--- config.mk ---
export PLATFORM = sky130hd
export DESIGN_NAME = enemy_draw_scheduler
export DESIGN_NICKNAME = d
export VERILOG_FILES = /design/src/rtl/enemy_draw_scheduler.sv
export SDC_FILE = /design/constraint.sdc
export NUM_CORES = 1
export LEC_CHECK = 0
export CORE_ASPECT_RATIO = 0.5
export CORE_UTILIZATION = 23
export CTS_BUF_LIST = sky130_fd_sc_hd__clkbuf_2 sky130_fd_sc_hd__clkbuf_4 sky130_fd_sc_hd__clkbuf_8
export DETAILED_ROUTE_END_ITERATION = 7
export SYNTH_ARGS = -nofsm -noshare
export SYNTH_HDL_FRONTEND = slang
export SYNTH_SLANG_ARGS = --single-unit
--- constraint.sdc ---
create_clock -name clk -period 6.3 [get_ports clk]
set_input_delay 1.575 -clock clk [delete_from_list [all_inputs] [get_ports clk]]
set_output_delay 1.575 -clock clk [all_outputs]
set_load 0.1 [all_outputs]
--- src/rtl/enemy_draw_scheduler.sv ---
// rtl/enemy_draw_scheduler.sv - walks the enemy grid and issues one sprite draw per live slot
//
// Ports:
//   clk, resetn        clock and asynchronous active-low reset
//   frame_tick         one-cycle request to draw a full enemy frame
//   alive_mask [N]     bit i high = slot i is drawn (slot = row*COLS + col)
//   grid_x/grid_y      origin of slot 0, captured at frame start
//   sprite_done        completion pulse from the sprite plotter
//   sprite_enable      one-cycle start pulse to the sprite plotter
//   sprite_x/sprite_y  origin of the sprite being drawn
//   busy               high whenever the scheduler is not idle
//   frame_done         one-cycle pulse when a frame completes
//   timeout_err        sticky: a sprite never reported done
//   overrun            sticky: a frame_tick was dropped
module enemy_draw_scheduler #(
  parameter int COLS      = 5,
  parameter int ROWS      = 3,
  parameter int COL_PITCH = 32,
  parameter int ROW_PITCH = 24,
  parameter int TIMEOUT   = 1023
) (
  input  logic                 clk,
  input  logic                 resetn,
  input  logic                 frame_tick,
  input  logic [COLS*ROWS-1:0] alive_mask,
  input  logic [8:0]           grid_x,
  input  logic [7:0]           grid_y,
  input  logic                 sprite_done,
  output logic                 sprite_enable,
  output logic [8:0]           sprite_x,
  output logic [7:0]           sprite_y,
  output logic                 busy,
  output logic                 frame_done,
  output logic                 timeout_err,
  output logic                 overrun
);

  localparam int N  = COLS * ROWS;
  localparam int SW = (N > 1) ? $clog2(N) : 1;
  localparam int CW = (COLS > 1) ? $clog2(COLS) : 1;
  localparam int RW = (ROWS > 1) ? $clog2(ROWS) : 1;
  localparam int TW = $clog2(TIMEOUT + 1);

  typedef enum logic [2:0] {
    S_IDLE,
    S_SCAN,
    S_ISSUE,
    S_WAIT,
    S_DONE
  } state_t;

  state_t          state_q, state_d;
  logic [SW-1:0]   slot_q, slot_d;
  logic [CW-1:0]   col_q, col_d;
  logic [RW-1:0]   row_q, row_d;
  logic [TW-1:0]   tcnt_q, tcnt_d;
  logic [N-1:0]    mask_q, mask_d;
  logic [8:0]      gx_q, gx_d;
  logic [7:0]      gy_q, gy_d;
  logic [8:0]      sprite_x_q, sprite_x_d;
  logic [7:0]      sprite_y_q, sprite_y_d;
  logic            pending_q, pending_d;
  logic            timeout_err_q, timeout_err_d;
  logic            overrun_q, overrun_d;

  logic            start_frame;
  logic            advance;
  logic            last_slot;
  logic [8:0]      x_off;
  logic [7:0]      y_off;

  // Offsets are reduced to port width before the add, so the sum wraps
  // exactly like a full-width sum truncated to 9/8 bits.
  assign x_off     = 9'(32'(col_q) * COL_PITCH);
  assign y_off     = 8'(32'(row_q) * ROW_PITCH);
  assign last_slot = (slot_q == SW'(N - 1));

  always_comb begin
    state_d       = state_q;
    slot_d        = slot_q;
    col_d         = col_q;
    row_d         = row_q;
    tcnt_d        = tcnt_q;
    mask_d        = mask_q;
    gx_d          = gx_q;
    gy_d          = gy_q;
    sprite_x_d    = sprite_x_q;
    sprite_y_d    = sprite_y_q;
    pending_d     = pending_q;
    timeout_err_d = timeout_err_q;
    overrun_d     = overrun_q;
    start_frame   = 1'b0;
    advance       = 1'b0;

    case (state_q)
      S_IDLE: begin
        if (frame_tick) start_frame = 1'b1;
      end
      S_SCAN: begin
        if (mask_q[slot_q]) begin
          state_d    = S_ISSUE;
          sprite_x_d = gx_q + x_off;
          sprite_y_d = gy_q + y_off;
        end else begin
          advance = 1'b1;
        end
      end
      S_ISSUE: begin
        state_d = S_WAIT;
        tcnt_d  = '0;
      end
      S_WAIT: begin
        if (sprite_done) begin
          advance = 1'b1;
        end else if (tcnt_q == TW'(TIMEOUT - 1)) begin
          timeout_err_d = 1'b1;
          advance       = 1'b1;
        end else begin
          tcnt_d = tcnt_q + TW'(1);
        end
      end
      S_DONE: begin
        // A tick arriving in this very cycle also starts the next frame.
        if (pending_q || frame_tick) start_frame = 1'b1;
        else state_d = S_IDLE;
      end
      default: state_d = S_IDLE;
    endcase

    // One tick can be queued while busy; in DONE the queued tick is consumed
    // and a simultaneous fresh tick takes its place.
    if (state_q == S_DONE) begin
      pending_d = pending_q && frame_tick;
    end else if (state_q != S_IDLE && frame_tick) begin
      if (pending_q) overrun_d = 1'b1;
      else pending_d = 1'b1;
    end

    if (advance) begin
      if (last_slot) begin
        state_d = S_DONE;
      end else begin
        state_d = S_SCAN;
        slot_d  = slot_q + SW'(1);
        if (col_q == CW'(COLS - 1)) begin
          col_d = '0;
          row_d = row_q + RW'(1);
        end else begin
          col_d = col_q + CW'(1);
        end
      end
    end

    if (start_frame) begin
      state_d = S_SCAN;
      mask_d  = alive_mask;
      gx_d    = grid_x;
      gy_d    = grid_y;
      slot_d  = '0;
      col_d   = '0;
      row_d   = '0;
    end
  end

  always_ff @(posedge clk or negedge resetn) begin
    if (!resetn) begin
      state_q       <= S_IDLE;
      slot_q        <= '0;
      col_q         <= '0;
      row_q         <= '0;
      tcnt_q        <= '0;
      mask_q        <= '0;
      gx_q          <= '0;
      gy_q          <= '0;
      sprite_x_q    <= '0;
      sprite_y_q    <= '0;
      pending_q     <= 1'b0;
      timeout_err_q <= 1'b0;
      overrun_q     <= 1'b0;
    end else begin
      state_q       <= state_d;
      slot_q        <= slot_d;
      col_q         <= col_d;
      row_q         <= row_d;
      tcnt_q        <= tcnt_d;
      mask_q        <= mask_d;
      gx_q          <= gx_d;
      gy_q          <= gy_d;
      sprite_x_q    <= sprite_x_d;
      sprite_y_q    <= sprite_y_d;
      pending_q     <= pending_d;
      timeout_err_q <= timeout_err_d;
      overrun_q     <= overrun_d;
    end
  end

  assign sprite_enable = (state_q == S_ISSUE);
  assign frame_done    = (state_q == S_DONE);
  assign busy          = (state_q != S_IDLE);
  assign sprite_x      = sprite_x_q;
  assign sprite_y      = sprite_y_q;
  assign timeout_err   = timeout_err_q;
  assign overrun       = overrun_q;

endmodule

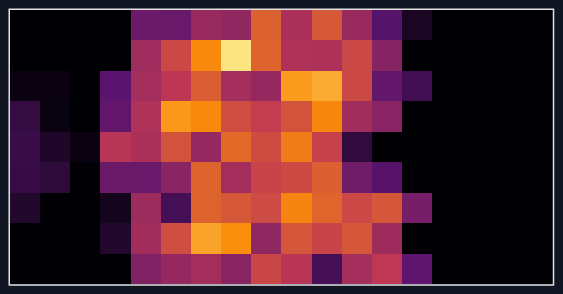
(run_1/util_map.png)
Drawn at 3 px/µm. 18 x 9 tiles, from black (low) to pale yellow (high), 0 to 100% covered.
emptiest ninth of the die = east
mean over tiles = 27%
nearly empty tiles = 38%
fullest tile = 94%
final core occ: 30.3%
effective utilization at floorplan: 23.7%

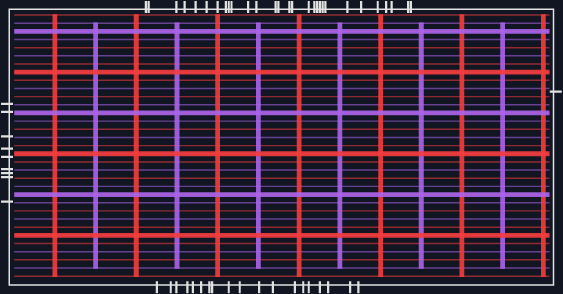
(run_1/floorplan.png)
Drawn at 3 px/µm. Pins as bars on the die edge.
VSS -> red
VDD -> purple
met1 rails = 33
signal pins = 58
met4 straps = 13
met5 straps = 6
rows = 32
area of the core: 15500 µm²
die boundary height: 91.4 µm
Max VDD drop: 0.197 mV

==> commit_impl_results.txt, run 1 <==
Log flow metrics for this revision

- Gates resized during post-CTS repair numbered 0.
- Tally of OpenROAD warnings: 30
- Number of input and output port buffers inserted: approximately 57
- Layout Cells excl Fill: 632
- Sorting the synthesis cell report by count puts at the top sky130_fd_sc_hd__nand2_1.
* Io pins: around 58
* Global-route congestion overflow total: 0
- In this run switching power makes up 44.5% of total power.
* Highest Signal Layer: met4
- Met3 Track Usage GR: 1.97%
* Max-cap violations: 0
- In the Yosys report the total cell count is 367.
* Slew @ Worst Pin: around 1100 ps
* Final standard cell area without fillers: roughly 4700 µm²
- Status: finished, final reports clean
* Largest Register: mask_q
- HP Start: timeout_err$_DFFE_PN0P_
- Bufs on Longest Clock Path: 2
- Power of the sequential group: 805 µW
- Final hold analysis gives a worst-case slack of 472 ps.
- The first global-routing pass estimated 13.1 mm of wire.
- After synthesis, the share of cell area in mux cells is 10.2%.
- Last element of the critical path: sprite_enable
- Sequence of cells on the critical path: inv_1 > nand2_1 > nor2_1 > clkdlybuf4s50_1
- Final min period: 4310 ps
- STA reports a reg2reg setup slack of 3470 ps.
- Total Wirelength: approximately 7.6 mm
- Top power group: combinational logic
- The power report lists cell-internal power as 1.38 mW.
- Headroom to the max-slew limit came out at between 20% and 30%.
- The violation tally recorded at the end of detailed-routing iteration 0 is ~140.
- Arrival time of the worst setup path: 2740 ps
- The global routing report lists met1 layer usage as approximately an eighth.
- Final clock-cell share: between 5 and 6%
* Proportion of register bits with asynchronous set or reset after synthesis: 100%
* Tapcell Cnt: 204
- Logic area: 1710 µm²
- Clk sink count: 74
- Count of library flops with an enable pin: 0
- Number of unique standard cell types used by synthesis: 47
- Per the final report, max-transition violations number 0.
* Setup-failing EPs final: 0
* Cell total after placement: ~620
- Non-clock inverter instance count of the final layout: 14
- The register with the most flip-flops in the layout has 15 of them.
- Standby leakage power: 2.19 nW
- Portion of the post-synthesis area used by sequential elements: about half
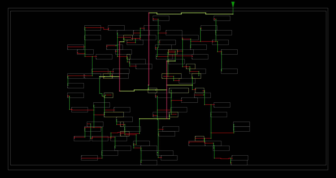
(run_1/clock_nets.png)
clock tree buffer count of the final layout: 11
power of the clock network: 458 µW
insertion delay of the later-clocked pin in the worst-skew pair: 350 ps
number of CTS-inserted buffers: 9

## run 1: cells in the final DEF (no fill, tap or decap), types with 2 or more instances in the layout
cell / n
sky130_fd_sc_hd__nand3_1: 10
sky130_fd_sc_hd__inv_1: 14
sky130_fd_sc_hd__nor2_1: 14
sky130_fd_sc_hd__buf_4: 3
sky130_fd_sc_hd__or3_1: 2
sky130_fd_sc_hd__ha_1: 15
sky130_fd_sc_hd__o31ai_1: 2
sky130_fd_sc_hd__nor3_1: 6
sky130_fd_sc_hd__nor4_1: 5
sky130_fd_sc_hd__mux4_2: 2
sky130_fd_sc_hd__clkinv_2: 2
sky130_fd_sc_hd__a21o_1: 3
sky130_fd_sc_hd__nand2_1: 113
sky130_fd_sc_hd__mux2_2: 12
sky130_fd_sc_hd__nand2b_1: 3
sky130_fd_sc_hd__mux2_4: 9
sky130_fd_sc_hd__dfrtp_1: 74
sky130_fd_sc_hd__o22ai_1: 2
sky130_fd_sc_hd__nor2b_1: 3
sky130_fd_sc_hd__nand4_1: 2
sky130_fd_sc_hd__a2bb2oi_1: 2
sky130_fd_sc_hd__nor3b_1: 2
sky130_fd_sc_hd__fa_1: 2
sky130_fd_sc_hd__xnor2_1: 10
sky130_fd_sc_hd__o21ai_0: 6
sky130_fd_sc_hd__mux2i_1: 6
sky130_fd_sc_hd__clkdlybuf4s50_1: 56
sky130_fd_sc_hd__bufinv_16: 3
sky130_fd_sc_hd__nand3b_1: 2
sky130_fd_sc_hd__o41ai_1: 3
sky130_fd_sc_hd__a21oi_1: 10
sky130_fd_sc_hd__clkbuf_8: 11
sky130_fd_sc_hd__or2_2: 2
## run 1: worst max-delay path, delay by kind of cell (launching register included)
family,cells,cell delay [ps]
DFF,1,430
and+or+nand+nor,2,580
buffers and inverters,2,1370
==> run 2, diff against run 1 <==
Clock period 6.3 ns to 4.1 ns, I/O delays scaled along.
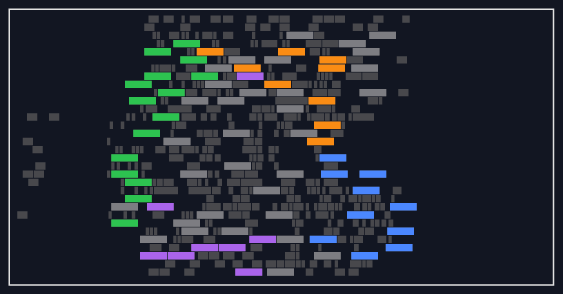
(run_2/ff_map.png)
Drawn at 3 px/µm.
`tcnt_q` -> blue  # flops 10
`sprite_y` -> purple  # flops 8, where south
`mask_q` -> green  # flops 15
`gx_q` -> orange  # flops 9, where north
not coloured = 32
flip-flop and latch share of the layout cell area: 39.6%
combined flip-flop and latch cell area: 1850 µm²
power of the sequential group: 1.24 mW
final core occ: 30.1%

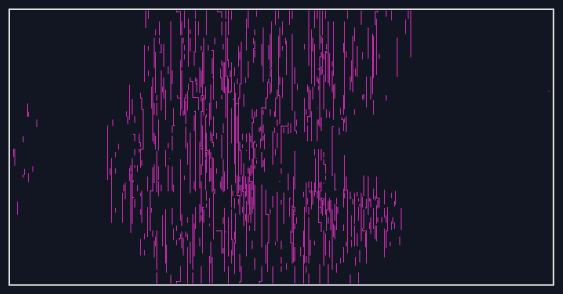
(run_2/m2.png)
Drawn at 3 px/µm.
wire length on this layer = 3720 µm
main direction = vertical
met2 usage in global routing: 16.7%
Total Wirelength: 7.73 mm

==> commit_impl_results.txt, run 2 <==
Log flow metrics for this revision

- Wire length on met3: 165 µm
- Cell area reported after detailed placement: 4460 µm²
* Share of Yosys cell area claimed by the top area cell type: 50.3%
- Floorplan row count: 32
- Hold repair after CTS inserted 0 buffers.
- Reg2Reg Launch Point: slot_q[2]$_DFFE_PN0P_
- The leakage component of the power was reported as 2.18 nW.
- The first global-routing pass estimated roughly 13 mm of wire.
* Portion of the post-synthesis area used by sequential elements: 50.3%
- Top power group: combinational logic
* Worst slew margin relative to its limit: 29.3%
- The required time at the worst endpoint is listed as 3070 ps.
- In this run the VDD rail shows a maximum IR drop of 0.294 mV.
- Io pins: 58
* DR vias: around 2700
- Bufs on Longest Clock Path: 2
* Highest Signal Layer: met4
- Counting only logic cells after layout, the most numerous master is sky130_fd_sc_hd__nand2_1.
- Most frequently placed logic cells in the final layout: sky130_fd_sc_hd__nand2_1 (113), sky130_fd_sc_hd__dfrtp_1 (74), sky130_fd_sc_hd__clkdlybuf4s50_1 (53), sky130_fd_sc_hd__ha_1 (15)
- With fillers left out, the area of the finished cells amounts to 4680 µm².
* Arrival time of the worst setup path: 1960 ps
* Count of library flops with an enable pin: 0
* Internal reg-to-reg setup slack: around 1300 ps
* Final-report max-slew violation count: 0
- Count of instantiated cells in the yosys netlist: 367
- Tally of OpenROAD warnings: 30
- Ranked by flip-flop count, first place goes to mask_q.
- GRT Total Usage: 10.0%
* Number of unique standard cell types used by synthesis: 47
- HP Start: mask_q[6]$_DFFE_PN0P_
- Post-Route Skew: 6.44 ps
- Per the post-CTS timing run, clock transition at the registers of the reported paths is 80 ps.
- The main area contributors are sky130_fd_sc_hd__dfrtp_1 (50%), sky130_fd_sc_hd__nand2_1 (12%), sky130_fd_sc_hd__ha_1 (5.1%).
- The power report attributes to the sequential group a share of between 30 and 40%.
- As reported, the later end of the worst-skew pair has a clock insertion delay of 340 ps.
* Synthesized net count: 420
- Crit Reg-Reg Endpoint: sprite_y[6]$_DFFE_PN0P_
- In this run the clock root is driven by a sky130_fd_sc_hd__clkbuf_8.
* Number of DRC violations after detailed-routing iteration 0: 156
* Prevailing post-synth register cell: sky130_fd_sc_hd__dfrtp_1
- TNS Setup: 0 ps
- Global-route congestion overflow total: 0
- The floorplan step defined a core boundary enclosing between 15000 and 20000 µm².
- Routed via count divided by cell count: 4.26
- Clk sink count: 74
- In this run, post-CTS repair resized a total of 0 instances.
- Number of flip-flops in the largest register: 15
- Initial antenna violation count: 0
- Diodes inserted: 0
* Proportion of register bits with asynchronous set or reset after synthesis: 100%
- Critical path fanouts, max: 10
- The power report lists cell-internal power as 2.03 mW.
- In the final report, the number of endpoints failing setup comes to 0.
- Per the run summary, max-cap violations total 0.
* Most used standard cell by instance count after synthesis: sky130_fd_sc_hd__nand2_1
* Status: finished, final reports clean
- At the pin with the least slew margin, the transition time is about 1100 ps.
- The power report lists the clock group at 615 µW.
- Combined area of all synthesized cells: between 3000 and 4000 µm²
- Number of CTS-inserted buffers: 9
- Die boundary height: 91.4 µm
* Final min period: 2980 ps
- The worst setup path is of the flop to output pin kind.
- The DRC violation total left in the routed layout is recorded as 0.
* Number of input and output port buffers inserted: 57
* Effective utilization at floorplan: 23.7%
- Switching share of power: 45.7%
- According to the finish report, the design has a final net count of 477.
- Per the post-route antenna check, the number of violating nets is 0.
-- run 2: area by class of cell --
class,instances,area (µm²),area share [%]
Clock buffer,13,179,3.82
Timing Repair Buffer,60,583,12.5
Inverter,14,52.6,1.12
Sequential cell,74,1850,39.6
Multi-Input combinational cell,265,1710,36.6
Clock inverter,3,45.0,0.963
Tap cell,204,255,5.45
-- run 2: logic make-up after synthesis --
kind of cell    synth area share (%)
compound gates                  7.51
xor+xnor                        2.62
fa+ha+maj                       6.19
buf+inv                         3.26
flops                           50.3
mux                             10.2
simple gates                    19.9
-- run 2: worst max-delay path by stage --
stage,from,end,slack [ps],cells after the start
after floorplan,state_q[0]$_DFFE_PN0P_,frame_done,470,2
after global placement,frame_tick,slot_q[2]$_DFFE_PN0P_,1270,6
after detailed placement,slot_q[2]$_DFFE_PN0P_,sprite_y[2]$_DFFE_PN0P_,1250,4
after CTS,state_q[2]$_DFFE_PN0P_,sprite_enable,1100,4
after global routing,state_q[2]$_DFFE_PN0P_,sprite_enable,960,4
final,state_q[2]$_DFFE_PN0P_,sprite_enable,1120,4
-- run 2: per-stage QoR --
step                      total power [mW]  setup slack, ps  hold WS, ps  cells
final                                 3.75             1120          472    633
after global routing                  4.01              962          499    633
after CTS                             3.81             1100          478    633
after detailed placement              3.18             1250          458    617
after global placement                3.13             1270          453    617
after floorplan                       2.72              474          440    367
-- run 2: critical path, cell delays in order, from the launching register on --
cell and delay (ps):
sky130_fd_sc_hd__dfrtp_1 430, sky130_fd_sc_hd__inv_1 130, sky130_fd_sc_hd__nand2_1 80, sky130_fd_sc_hd__nor2_1 560
sky130_fd_sc_hd__buf_4 410
-- run 2: layer usage --
layer,global-route usage (%),vias to the layer above
met5,0,-
met4,3.77,0
met3,2.09,11
met2,16.7,25
met1,12.8,1308
li1,-,1354
==> run 3, diff against run 2 <==
Clock period 4.1 ns to 2.55 ns, I/O delays scaled along.
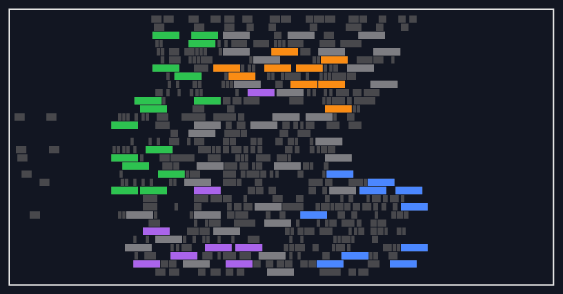
(run_3/ff_map.png)
Drawn at 3 px/µm.
`tcnt_q` -> blue  # flops 10
`sprite_y` -> purple  # flops 8
`mask_q` -> green  # flops 15
`gx_q` -> orange  # flops 9, where north
not coloured = 32
final core occ: 30.2%
power of the sequential group: 1.99 mW

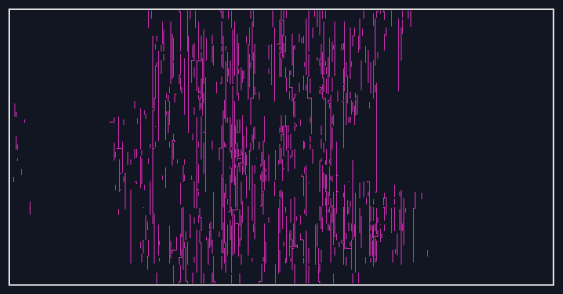
(run_3/m2.png)
Drawn at 3 px/µm.
wire length on this layer = 3810 µm
main direction = vertical
DR vias: 2685
met2 usage in global routing: 16.9%

==> commit_impl_results.txt, run 3 <==
Log flow metrics for this revision

* Final standard cell area without fillers: 4700 µm²
- In the final timing run, aggregate negative setup slack is 0 ps.
* Clock edge transition at the registers on the reported setup and hold paths: 80 ps
- Global-route wire length before repair: 13.3 mm
- Measured along the x axis, the die boundary spans around 180 µm.
* GRT Total Usage: 10.1%
- The register with the most flip-flops in the layout has 15 of them.
- Nets still carrying antenna violations after routing amount to 0.
- Post-CTS setup buffers: 0
* Io pins: 58
- Area of the core: 15500 µm²
* Final min period: 2250 ps
* Most frequent standard cell in the layout excluding fill and tap cells: sky130_fd_sc_hd__nand2_1
- Largest Register: mask_q
- The violation tally recorded at the end of detailed-routing iteration 0 is between 100 and 150.
- The die covers around 17000 µm².
- Avg WL per Cell: 12.2 µm
- Peak Freq: 445 MHz
* Number of input and output port buffers inserted: 57
- In this run the vertical extent of the chip is 91.4 µm.
- In this run the tools logged warnings totalling 30.
- Logic area: around 1700 µm²
- Portion of the post-synthesis area used by sequential elements: 50.3%
* TritonCTS clock tree: yes
- The largest individual stage delay along the critical path comes from the cell sky130_fd_sc_hd__mux4_2.
- At the pin with the least slew margin, the transition time is 575 ps.
- Drc violations: 0
- Number of buffers added to fix hold violations after cts: 0
- Prevailing post-synth register cell: sky130_fd_sc_hd__dfrtp_1
- Cell area reported after detailed placement: 4520 µm²
* Diodes inserted: 0
- Total Wirelength: 7.84 mm
- STA lists the maximum fanout along the critical path as 10.
* Count of library flops with an enable pin: 0
- Most used standard cell by instance count after synthesis: sky130_fd_sc_hd__nand2_1
- The worst setup path is captured at a flop.
* Initial antenna violation count: 0
- At floorplan, the net count of the design was reported as ~420.
* Longest individual stage delay on the worst path: around 540 ps
- Per the finish-stage timing summary, setup violations number 0.
- Max VDD drop: 0.521 mV
- Routed via count divided by cell count: 4.18
- In the synthesized netlist the async set-or-reset flop fraction comes to 100%.
- Standby leakage power: approximately 2.2 nW
* Net count, final: 486
- Counting pins that exceed their max-slew limit in the final report gives 0.
* Most frequently placed logic cells in the final layout: sky130_fd_sc_hd__nand2_1 (113), sky130_fd_sc_hd__dfrtp_1 (74), sky130_fd_sc_hd__clkdlybuf4s50_1 (34), sky130_fd_sc_hd__buf_4 (32), sky130_fd_sc_hd__ha_1 (15)
- The data arrival time reported for the critical path is 2480 ps.
* Worst slew margin relative to its limit: between 60% and 70%
- Per the post-run analysis, buffers plus inverters along the critical path come to 1.
- The iteration count recorded for the first detailed-route pass is 4.
- Via count of the first global-routing pass: between 2000 and 3000
- Insertion delay of the later-clocked pin in the worst-skew pair: roughly 350 ps
* Power, Total: 5.92 mW
* Floorplan row count: 32
- Master cell of the clock root buffer: sky130_fd_sc_hd__clkbuf_8
- The tree built by TritonCTS fans out to 74 sinks.
- The critical path in this run is classified as flop to flop.
- After synthesis the cells add up to 3680 µm².
- Part of the cycle the worst path needs: 88.1%
- Top cells by area, synth: sky130_fd_sc_hd__dfrtp_1 (50%), sky130_fd_sc_hd__nand2_1 (12%), sky130_fd_sc_hd__ha_1 (5.1%)
* Layout Cells excl Fill: 642
- After global routing the overflow that remains totals 0.
* Number of CTS-inserted buffers: 9
- Worst Path Required: about 2800 ps
* CP startpoint kind: flop
- In the final layout, flip-flops and latches occupy 1850 µm².
- The flow ran to the end, and the final reports show no timing, DRC or antenna violations.
- After synthesis, the chip area reported by Yosys is 3680 µm².
- Post_cts resized: 0
- No sink is reached through more buffers than the 2 on the longest clock path.
- Count of instantiated cells in the yosys netlist: 367
- Before placement the cells fill between 20% and 30% of the core.
- Cell total after placement: 626
- In this run, distinct cell masters in the synthesized netlist total 47.
* Share of Yosys cell area claimed by the top area cell type: 50.3%
* Largest registers: mask_q (15), tcnt_q (10)
* Sequence of cells on the critical path: mux2_2 > mux4_2 > o211ai_4 > buf_4 > mux2_4
- Hold timing on the final database bottoms out at a slack of around 130 ps.
- Worst Slack Setup Final: 303 ps
* Post-Route Skew: 8.59 ps
- Post-placement setup slack: 264 ps
- Largest delay contributor family on the critical path: multiplexers
- Max-cap violations: 0
[run 3: report_power, final]
part / leakage [nW] / internal, mW / switching [mW] / total [mW]
logic: 1.22 / 1.12 / 1.99 / 3.11
registers: 0.926 / 1.64 / 0.353 / 1.99
clock network: 0.0885 / 0.385 / 0.432 / 0.817
total: 2.24 / 3.14 / 2.78 / 5.92
[run 3: worst paths after layout]
check	startpoint	to	slack [ps]	depth (start not counted)
worst max-delay path	slot_q[2]$_DFFE_PN0P_	sprite_x[3]$_DFFE_PN0P_	300	5
worst min-delay path	resetn	sprite_x[8]$_DFFE_PN0P_	130	1
worst max register to register	slot_q[2]$_DFFE_PN0P_	sprite_x[3]$_DFFE_PN0P_	300	5
worst min register to register	mask_q[7]$_DFFE_PN0P_	mask_q[7]$_DFFE_PN0P_	470	2
max in group asynchronous	resetn	tcnt_q[0]$_DFFE_PN0P_	1820	2
min in group clk	mask_q[7]$_DFFE_PN0P_	mask_q[7]$_DFFE_PN0P_	470	2
[run 3: metal layers]
layer  up-vias  routed length (µm)  GRT usage (%)
met3         7                 196           2.53
met4         0                  97           3.85
li1       1367                   -              -
met1      1280                3740           12.7
met2        31                3810           16.9
met5         -                   0              0
[run 3: cells by family after synthesis]
kind of cell,synth area share (%)
AND-OR/OR-AND,7.51
XOR/XNOR,2.62
adder cells (fa/ha/maj),6.19
buffers and inverters,3.26
flip-flops,50.3
multiplexers,10.2
AND/OR/NAND/NOR,19.9
[run 3: cell type report]
class,instances,share of cell area [%]
sequential,74,39.4
clock buffer,11,3.09
multi-input combinational,265,36.6
clock inverter,5,0.639
tap,204,5.44
inverter,14,1.12
timing repair buffer,69,13.6
Power figures rest on the tool's default switching activity, not on a simulated workload.
